===== src/rtl/multicycle_control_unit_if.sv =====
// multicycle_control_unit_if: memory handshakes and datapath control bundle for the multicycle control unit
interface multicycle_control_unit_if;
  logic [31:0] instr;
  logic imem_valid;
  logic [1:0] alu_addr;
  logic dmem_ack;
  logic imem_req;
  logic ir_write_en;
  logic [3:0] alu_op;
  logic alu_a_src;
  logic alu_b_src;
  logic [2:0] branch_cond;
  logic [1:0] rd_src;
  logic [2:0] data_size;
  logic reg_write_en;
  logic pc_write_en;
  logic data_read_en;
  logic data_write_en;
  logic mem_beat;
  logic trap;
  logic [1:0] trap_cause;
  logic [2:0] state;
  modport master(
    input instr, imem_valid, alu_addr, dmem_ack,
    output imem_req, ir_write_en, alu_op, alu_a_src, alu_b_src, branch_cond, rd_src, data_size,
    output reg_write_en, pc_write_en, data_read_en, data_write_en, mem_beat, trap, trap_cause, state
  );
  modport slave(
    output instr, imem_valid, alu_addr, dmem_ack,
    input imem_req, ir_write_en, alu_op, alu_a_src, alu_b_src, branch_cond, rd_src, data_size,
    input reg_write_en, pc_write_en, data_read_en, data_write_en, mem_beat, trap, trap_cause, state
  );
endinterface


===== src/rtl/multicycle_control_unit.sv =====
// multicycle_control_unit: sequences fetch/decode/exec/mem/wb with memory handshakes, split accesses and traps
module multicycle_control_unit #(
  parameter bit MISALIGNED_SPLIT = 1'b1,
  parameter bit ILLEGAL_TRAP = 1'b1
) (
  input logic clk,
  input logic rst,
  multicycle_control_unit_if.master bus
);
  typedef enum logic [2:0] {FETCH, DECODE, EXEC, MEM1, MEM2, WB, TRAP} state_t;
  state_t state, state_n;
  logic is_load, is_store, wr_rd, split, mem, split_n;
  logic [3:0] d_op;
  logic d_a, d_b, d_load, d_store, d_wr, d_ill, f7;
  logic [2:0] d_cond, d_size, f3;
  logic [1:0] d_rd;
  logic unused;
  assign f3 = bus.instr[14:12];
  assign f7 = bus.instr[30];
  assign unused = ^{bus.instr[31], bus.instr[29:15], bus.instr[11:7]};
  assign mem = is_load | is_store;
  assign split_n = mem && (bus.data_size[1:0] == 2'b10 ? bus.alu_addr != 2'b00 :
                           bus.data_size[1:0] == 2'b01 && bus.alu_addr == 2'b11);
  always_comb begin
    d_op = 4'b0000;
    d_a = 1'b1;
    d_b = 1'b1;
    d_cond = 3'b010;
    d_rd = 2'b00;
    d_size = 3'b000;
    d_load = 1'b0;
    d_store = 1'b0;
    d_wr = 1'b0;
    d_ill = 1'b0;
    case (bus.instr[6:0])
      7'b0110011: begin d_op = {f7, f3}; d_wr = 1'b1; end
      7'b0010011: begin d_op = {f3 == 3'b101 && f7, f3}; d_b = 1'b0; d_wr = 1'b1; end
      7'b1100011: begin d_a = 1'b0; d_b = 1'b0; d_cond = f3; end
      7'b1101111: begin d_a = 1'b0; d_b = 1'b0; d_cond = 3'b011; d_rd = 2'b10; d_wr = 1'b1; end
      7'b1100111: begin d_b = 1'b0; d_cond = 3'b011; d_rd = 2'b10; d_wr = 1'b1; end
      7'b0110111: begin d_op = 4'b1001; d_b = 1'b0; d_wr = 1'b1; end
      7'b0010111: begin d_a = 1'b0; d_b = 1'b0; d_wr = 1'b1; end
      7'b0000011: begin d_b = 1'b0; d_rd = 2'b01; d_size = f3; d_load = 1'b1; d_wr = 1'b1; end
      7'b0100011: begin d_b = 1'b0; d_size = f3; d_store = 1'b1; end
      default: d_ill = 1'b1;
    endcase
  end
  always_comb begin
    state_n = state;
    case (state)
      FETCH: state_n = bus.imem_valid ? DECODE : FETCH;
      DECODE: state_n = d_ill && ILLEGAL_TRAP ? TRAP : EXEC;
      EXEC: state_n = !mem ? WB : split_n && !MISALIGNED_SPLIT ? TRAP : MEM1;
      MEM1: state_n = !bus.dmem_ack ? MEM1 : split ? MEM2 : WB;
      MEM2: state_n = bus.dmem_ack ? WB : MEM2;
      WB: state_n = FETCH;
      default: state_n = TRAP;
    endcase
  end
  always_ff @(posedge clk) begin
    if (rst) begin
      state <= FETCH;
      {bus.alu_op, bus.alu_a_src, bus.alu_b_src, bus.branch_cond, bus.rd_src, bus.data_size} <= 14'b0000_1_1_010_00_000;
      {is_load, is_store, wr_rd, split} <= 4'b0000;
      bus.trap_cause <= 2'd0;
    end else begin
      state <= state_n;
      if (state == DECODE) begin
        {bus.alu_op, bus.alu_a_src, bus.alu_b_src, bus.branch_cond, bus.rd_src, bus.data_size} <= {d_op, d_a, d_b, d_cond, d_rd, d_size};
        {is_load, is_store, wr_rd} <= {d_load, d_store, d_wr};
      end
      if (state == EXEC) split <= split_n;
      if (state != TRAP && state_n == TRAP) bus.trap_cause <= state == DECODE ? 2'd1 : 2'd2;
    end
  end
  assign bus.state = state;
  assign bus.imem_req = !rst && state == FETCH;
  assign bus.ir_write_en = bus.imem_req && bus.imem_valid;
  assign bus.data_read_en = !rst && (state == MEM1 || state == MEM2) && is_load;
  assign bus.data_write_en = !rst && (state == MEM1 || state == MEM2) && is_store;
  assign bus.mem_beat = !rst && state == MEM2;
  assign bus.reg_write_en = !rst && state == WB && wr_rd;
  assign bus.pc_write_en = !rst && state == WB;
  assign bus.trap = !rst && state == TRAP;
endmodule


===== src/flat_wrapper.sv =====
// flat-port wrapper written by rule: the top's interface ports become plain ports
module multicycle_control_unit_flat 
#(
  parameter bit MISALIGNED_SPLIT = 1'b1,
  parameter bit ILLEGAL_TRAP = 1'b1
)
  (clk, rst, bus_instr, bus_imem_valid, bus_alu_addr, bus_dmem_ack, bus_imem_req, bus_ir_write_en, bus_alu_op, bus_alu_a_src, bus_alu_b_src, bus_branch_cond, bus_rd_src, bus_data_size, bus_reg_write_en, bus_pc_write_en, bus_data_read_en, bus_data_write_en, bus_mem_beat, bus_trap, bus_trap_cause, bus_state);
  multicycle_control_unit_if bus_i ();
  input logic clk;
  input logic rst;
  input wire logic [$bits(bus_i.instr)-1:0] bus_instr;
  input wire logic [$bits(bus_i.imem_valid)-1:0] bus_imem_valid;
  input wire logic [$bits(bus_i.alu_addr)-1:0] bus_alu_addr;
  input wire logic [$bits(bus_i.dmem_ack)-1:0] bus_dmem_ack;
  output wire logic [$bits(bus_i.imem_req)-1:0] bus_imem_req;
  output wire logic [$bits(bus_i.ir_write_en)-1:0] bus_ir_write_en;
  output wire logic [$bits(bus_i.alu_op)-1:0] bus_alu_op;
  output wire logic [$bits(bus_i.alu_a_src)-1:0] bus_alu_a_src;
  output wire logic [$bits(bus_i.alu_b_src)-1:0] bus_alu_b_src;
  output wire logic [$bits(bus_i.branch_cond)-1:0] bus_branch_cond;
  output wire logic [$bits(bus_i.rd_src)-1:0] bus_rd_src;
  output wire logic [$bits(bus_i.data_size)-1:0] bus_data_size;
  output wire logic [$bits(bus_i.reg_write_en)-1:0] bus_reg_write_en;
  output wire logic [$bits(bus_i.pc_write_en)-1:0] bus_pc_write_en;
  output wire logic [$bits(bus_i.data_read_en)-1:0] bus_data_read_en;
  output wire logic [$bits(bus_i.data_write_en)-1:0] bus_data_write_en;
  output wire logic [$bits(bus_i.mem_beat)-1:0] bus_mem_beat;
  output wire logic [$bits(bus_i.trap)-1:0] bus_trap;
  output wire logic [$bits(bus_i.trap_cause)-1:0] bus_trap_cause;
  output wire logic [$bits(bus_i.state)-1:0] bus_state;
  assign bus_i.instr = bus_instr;
  assign bus_i.imem_valid = bus_imem_valid;
  assign bus_i.alu_addr = bus_alu_addr;
  assign bus_i.dmem_ack = bus_dmem_ack;
  assign bus_imem_req = bus_i.imem_req;
  assign bus_ir_write_en = bus_i.ir_write_en;
  assign bus_alu_op = bus_i.alu_op;
  assign bus_alu_a_src = bus_i.alu_a_src;
  assign bus_alu_b_src = bus_i.alu_b_src;
  assign bus_branch_cond = bus_i.branch_cond;
  assign bus_rd_src = bus_i.rd_src;
  assign bus_data_size = bus_i.data_size;
  assign bus_reg_write_en = bus_i.reg_write_en;
  assign bus_pc_write_en = bus_i.pc_write_en;
  assign bus_data_read_en = bus_i.data_read_en;
  assign bus_data_write_en = bus_i.data_write_en;
  assign bus_mem_beat = bus_i.mem_beat;
  assign bus_trap = bus_i.trap;
  assign bus_trap_cause = bus_i.trap_cause;
  assign bus_state = bus_i.state;
  multicycle_control_unit #(.MISALIGNED_SPLIT(MISALIGNED_SPLIT), .ILLEGAL_TRAP(ILLEGAL_TRAP)) u_core (.clk(clk), .rst(rst), .bus(bus_i));
endmodule

===== config.mk =====
export PLATFORM = sky130hd
export DESIGN_NAME = multicycle_control_unit_flat
export DESIGN_NICKNAME = d
export VERILOG_FILES = /design/src/rtl/multicycle_control_unit_if.sv /design/src/rtl/multicycle_control_unit.sv /design/src/flat_wrapper.sv
export SDC_FILE = /design/constraint.sdc
export NUM_CORES = 1
export LEC_CHECK = 0
export ABC_AREA = 1
export CAP_MARGIN = 30
export CORE_MARGIN = 2
export CORE_UTILIZATION = 33
export CTS_CLUSTER_DIAMETER = 120
export DETAILED_ROUTE_END_ITERATION = 10
export GPL_ROUTABILITY_DRIVEN = 0
export PLACE_DENSITY = 0.73
export SLEW_MARGIN = 10
export SYNTH_ARGS = -nofsm -noshare
export SYNTH_HDL_FRONTEND = slang
export SYNTH_SLANG_ARGS = --single-unit

===== constraint.sdc =====
create_clock -name clk -period 1.66 [get_ports clk]
set_clock_uncertainty 0.05 [all_clocks]
set_input_delay 0.166 -clock clk [delete_from_list [all_inputs] [get_ports clk]]
set_output_delay 0.166 -clock clk [all_outputs]
set_load 0.01 [all_outputs]

Figure 1. Zoomed window (run 1).
Region (12, 12) to (52, 52) um. Cells in gray, sequential cells in the stronger gray; small squares are vias.
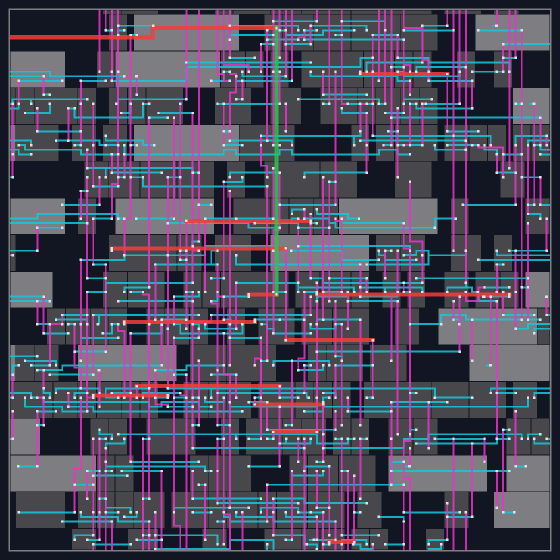
- magenta: metal 2
- red: metal 3
- cyan: metal 1
- green: metal 4
- most frequent: nand2_1 (37), buf_4 (24), nor2_1 (20)
- sequential cells in the window: 15
- netlist names of flops here include: u_core.bus.alu_op (3), u_core.bus.state (3), u_core.bus.data_size (2)
- cells with their middle in the window: 172

Figure 2. The metal 2 layer (run 1).
(6 px per um) Cells faint in the background.
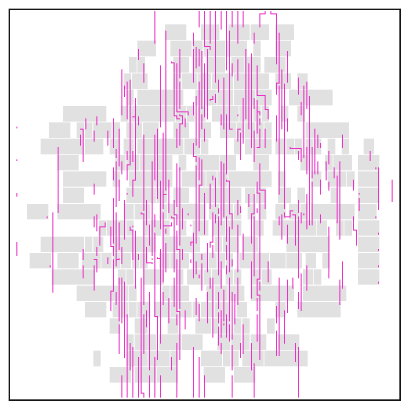
- nets with wire on the layer: 229
- main direction: vertical
- share of all routed wire: 47%
- longest straight run: 26.5 um
- wire length on this layer: 1610 um
via count: 1412
GR Layer Usage met2: 29.5%
wirelength, routed: 3390 um

Figure 3. Wiring by layer (run 1).
(6 px per um) Two of the layers only.
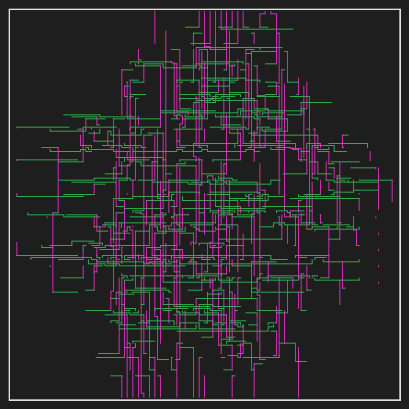
- magenta: metal 2 (wire length 1610 um)
- green: metal 1 (wire length 1590 um)
Avg WL per Cell: 11.1 um
Tot GR Track Use: 17.6%

Figure 4. Placed standard cells (run 1).
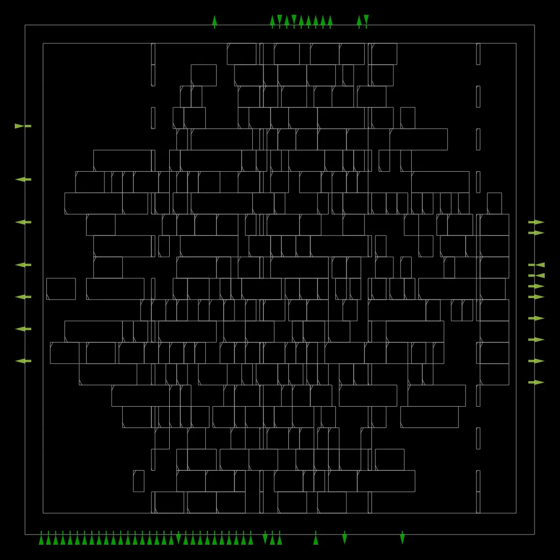
flop share of the area: 23.6%
# fillers: 352

==> run notes, run 1 <==
run metrics: CTS tree=built, Setup Slack @ Placement=-0.201 ns, setup bufs post-CTS=0, Pre-antenna DRT Iters=4, drt drc=0, Die W=between 60 and 70 um, routed length on met1=about 1600 um, most numerous logic cell after layout=nand2_1, number of non-clock buffers=74, Synth top cell by count=nand2_1, die height=64.9 um, CP peak stage delay=0.36 ns, fin cells=between 300 and 400, global-route wire length before repair=~5900 um, met3 WL post-DR=169 um, Dominant flop cell=dfxtp_1, status=finished, final reports clean, design area=1970 um^2, cells in synth_stat.txt=183, placed cell area=around 1900 um^2, Total Power=approximately 2.2 mW, Clock Power=0.339 mW, CP Max Fanout=4, CP max stage cell=dfxtp_2, period utilization=94.8%, Basic Gates by Area=between 30% and 40%, critical path depth=6, Post-synth top cells=nand2_1 (44), nor2_1 (27), dfxtp_1 (23), a21oi_1 (18), inv_1 (15), crit path kind=flop to primary output, Tool Warnings=47, crit path cell chain=inv_1, nand2_1, nor2_2, o21ai_1, nor2_1, dlygate4sd2_1, Most Used Layer, Global Route=met2
Figure 5. Pin map (run 1).
(8 px per um) Pins as bars across the die edge, other pins in gray.
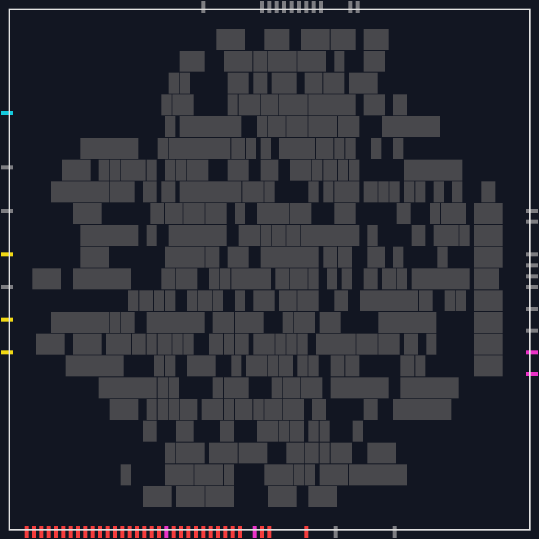

--- run 2 (diff from run 1) ---
--- a/config.mk
+++ b/config.mk
@@ -12,6 +12,7 @@
 export CTS_CLUSTER_DIAMETER = 120
 export DETAILED_ROUTE_END_ITERATION = 10
 export GPL_ROUTABILITY_DRIVEN = 0
+export GPL_TIMING_DRIVEN = 0
 export PLACE_DENSITY = 0.73
 export SLEW_MARGIN = 10
 export SYNTH_ARGS = -nofsm -noshare
Figure 6. Pin map (run 2).
(8 px per um) Pins as bars across the die edge, other pins in gray.
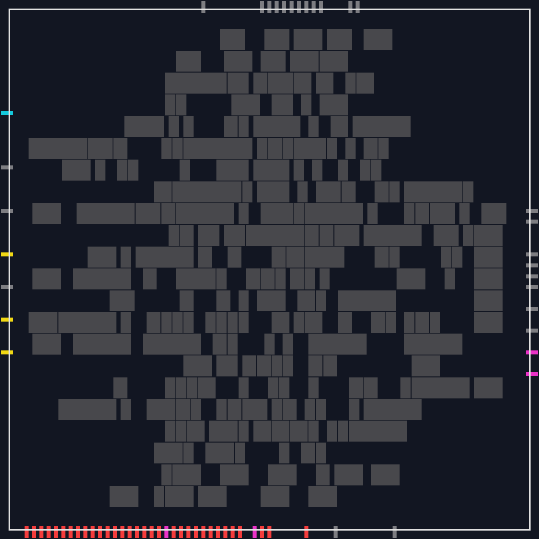
- cyan: clk (pins 1; direction input; edge left)
- red: bus_instr (pins 32; direction input; edge bottom)
- yellow: bus_branch_cond (pins 3; direction output; edge left)
- magenta: bus_alu_op (pins 4; direction output; edge 2 right, 2 bottom)
die height: 64.9 um
Die W: 64.9 um

Figure 7. Zoomed window (run 2).
Region (12, 12) to (52, 52) um. Cells in gray, sequential cells in the stronger gray; small squares are vias.
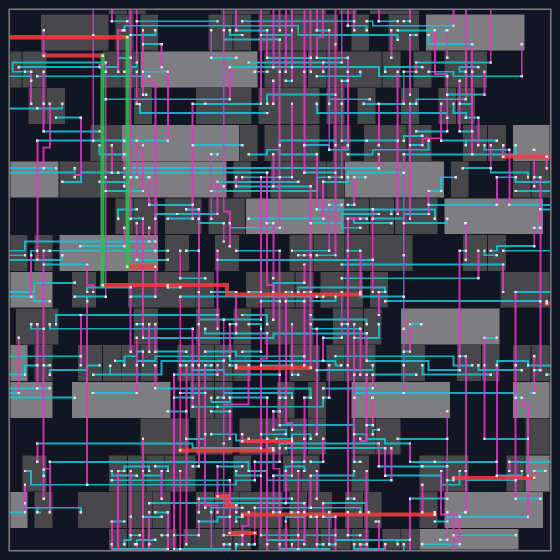
- red: metal 3
- cyan: metal 1
- magenta: metal 2
- green: metal 4
- netlist names of flops here include: u_core.bus.alu_op (2), u_core.bus.data_size (2), u_core.bus.state (2)
- most frequent: nand2_1 (39), nor2_1 (18), a21oi_1 (18)
- cells with their middle in the window: 155
- sequential cells in the window: 13

==> run notes, run 2 <==
run metrics: status=finished, final reports clean, global-route wire length before repair=5670 um, wirelength, routed=3220 um, critical path depth=6, CP peak stage delay=between 0.3 and 0.4 ns, Tot GR Track Use=17.0%, fin cells=280, flop share of the area=around a quarter, design area=1800 um^2, # fillers=~370, Clock Power=0.345 mW, Tool Warnings=48, CTS tree=built, number of non-clock buffers=49, cells in synth_stat.txt=183, placed cell area=between 1500 and 2000 um^2, routed length on met1=1550 um, Synth top cell by count=nand2_1, crit path kind=flop to primary output, setup bufs post-CTS=2, Pre-antenna DRT Iters=4, drt drc=0, period utilization=between 90% and 100%, via count=1344
--- run 3 (diff from run 2) ---
--- a/config.mk
+++ b/config.mk
@@ -6,6 +6,7 @@
 export NUM_CORES = 1
 export LEC_CHECK = 0
 export ABC_AREA = 1
+export ABC_CLOCK_PERIOD_IN_PS = 1660
 export CAP_MARGIN = 30
 export CORE_MARGIN = 2
 export CORE_UTILIZATION = 33
Figure 8. Wiring by layer (run 3).
(6 px per um) Two of the layers only.
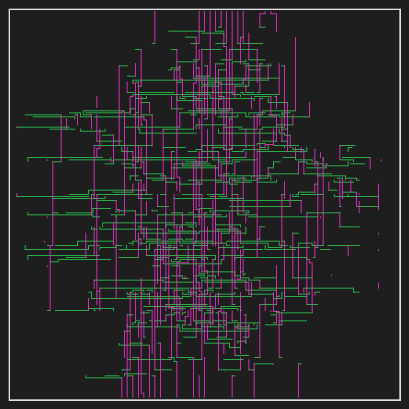
- green: metal 1 (wire length 1550 um)
- magenta: metal 2 (wire length 1460 um)
Tot GR Track Use: 17.0%
wirelength, routed: 3220 um
via count: 1344
Avg WL per Cell: 11.5 um

Figure 9. Placed standard cells (run 3).
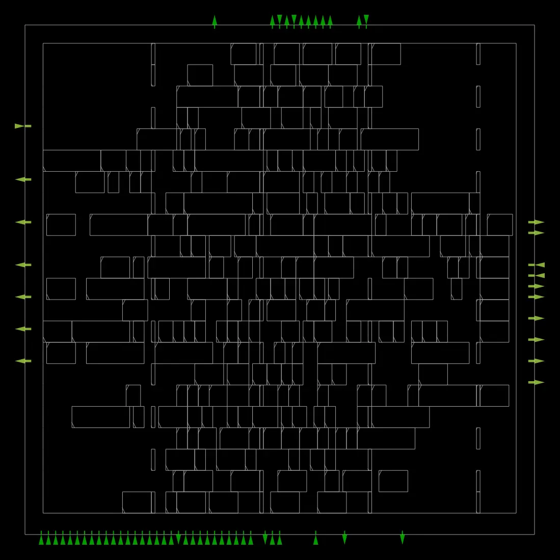
Seq cells: 23
Tapcells: 48
flop share of the area: 26.0%
# fillers: 367

==> run notes, run 3 <==
run metrics: status=finished, final reports clean, period utilization=97.3%, Tool Warnings=48, Post-synth top cells=nand2_1 (44), nor2_1 (27), dfxtp_1 (23), a21oi_1 (18), inv_1 (15), routed length on met1=1550 um, Clock Power=approximately 0.35 mW, number of non-clock buffers=49, CTS tree=built, Setup Slack @ Placement=-0.336 ns, critical path depth=6, crit path cell chain=inv_2, nand2_1, nor2_2, o21ai_2, nor2_1, dlygate4sd2_1, Most Used Layer, Global Route=met2, most numerous logic cell after layout=nand2_1, CP peak stage delay=0.35 ns, placed cell area=1710 um^2, CP Max Fanout=4, global-route wire length before repair=5670 um, Dominant flop cell=dfxtp_1, Pre-antenna DRT Iters=4, CP max stage cell=dfxtp_2
No activity file was given, so power comes from the tool's default toggle rates.
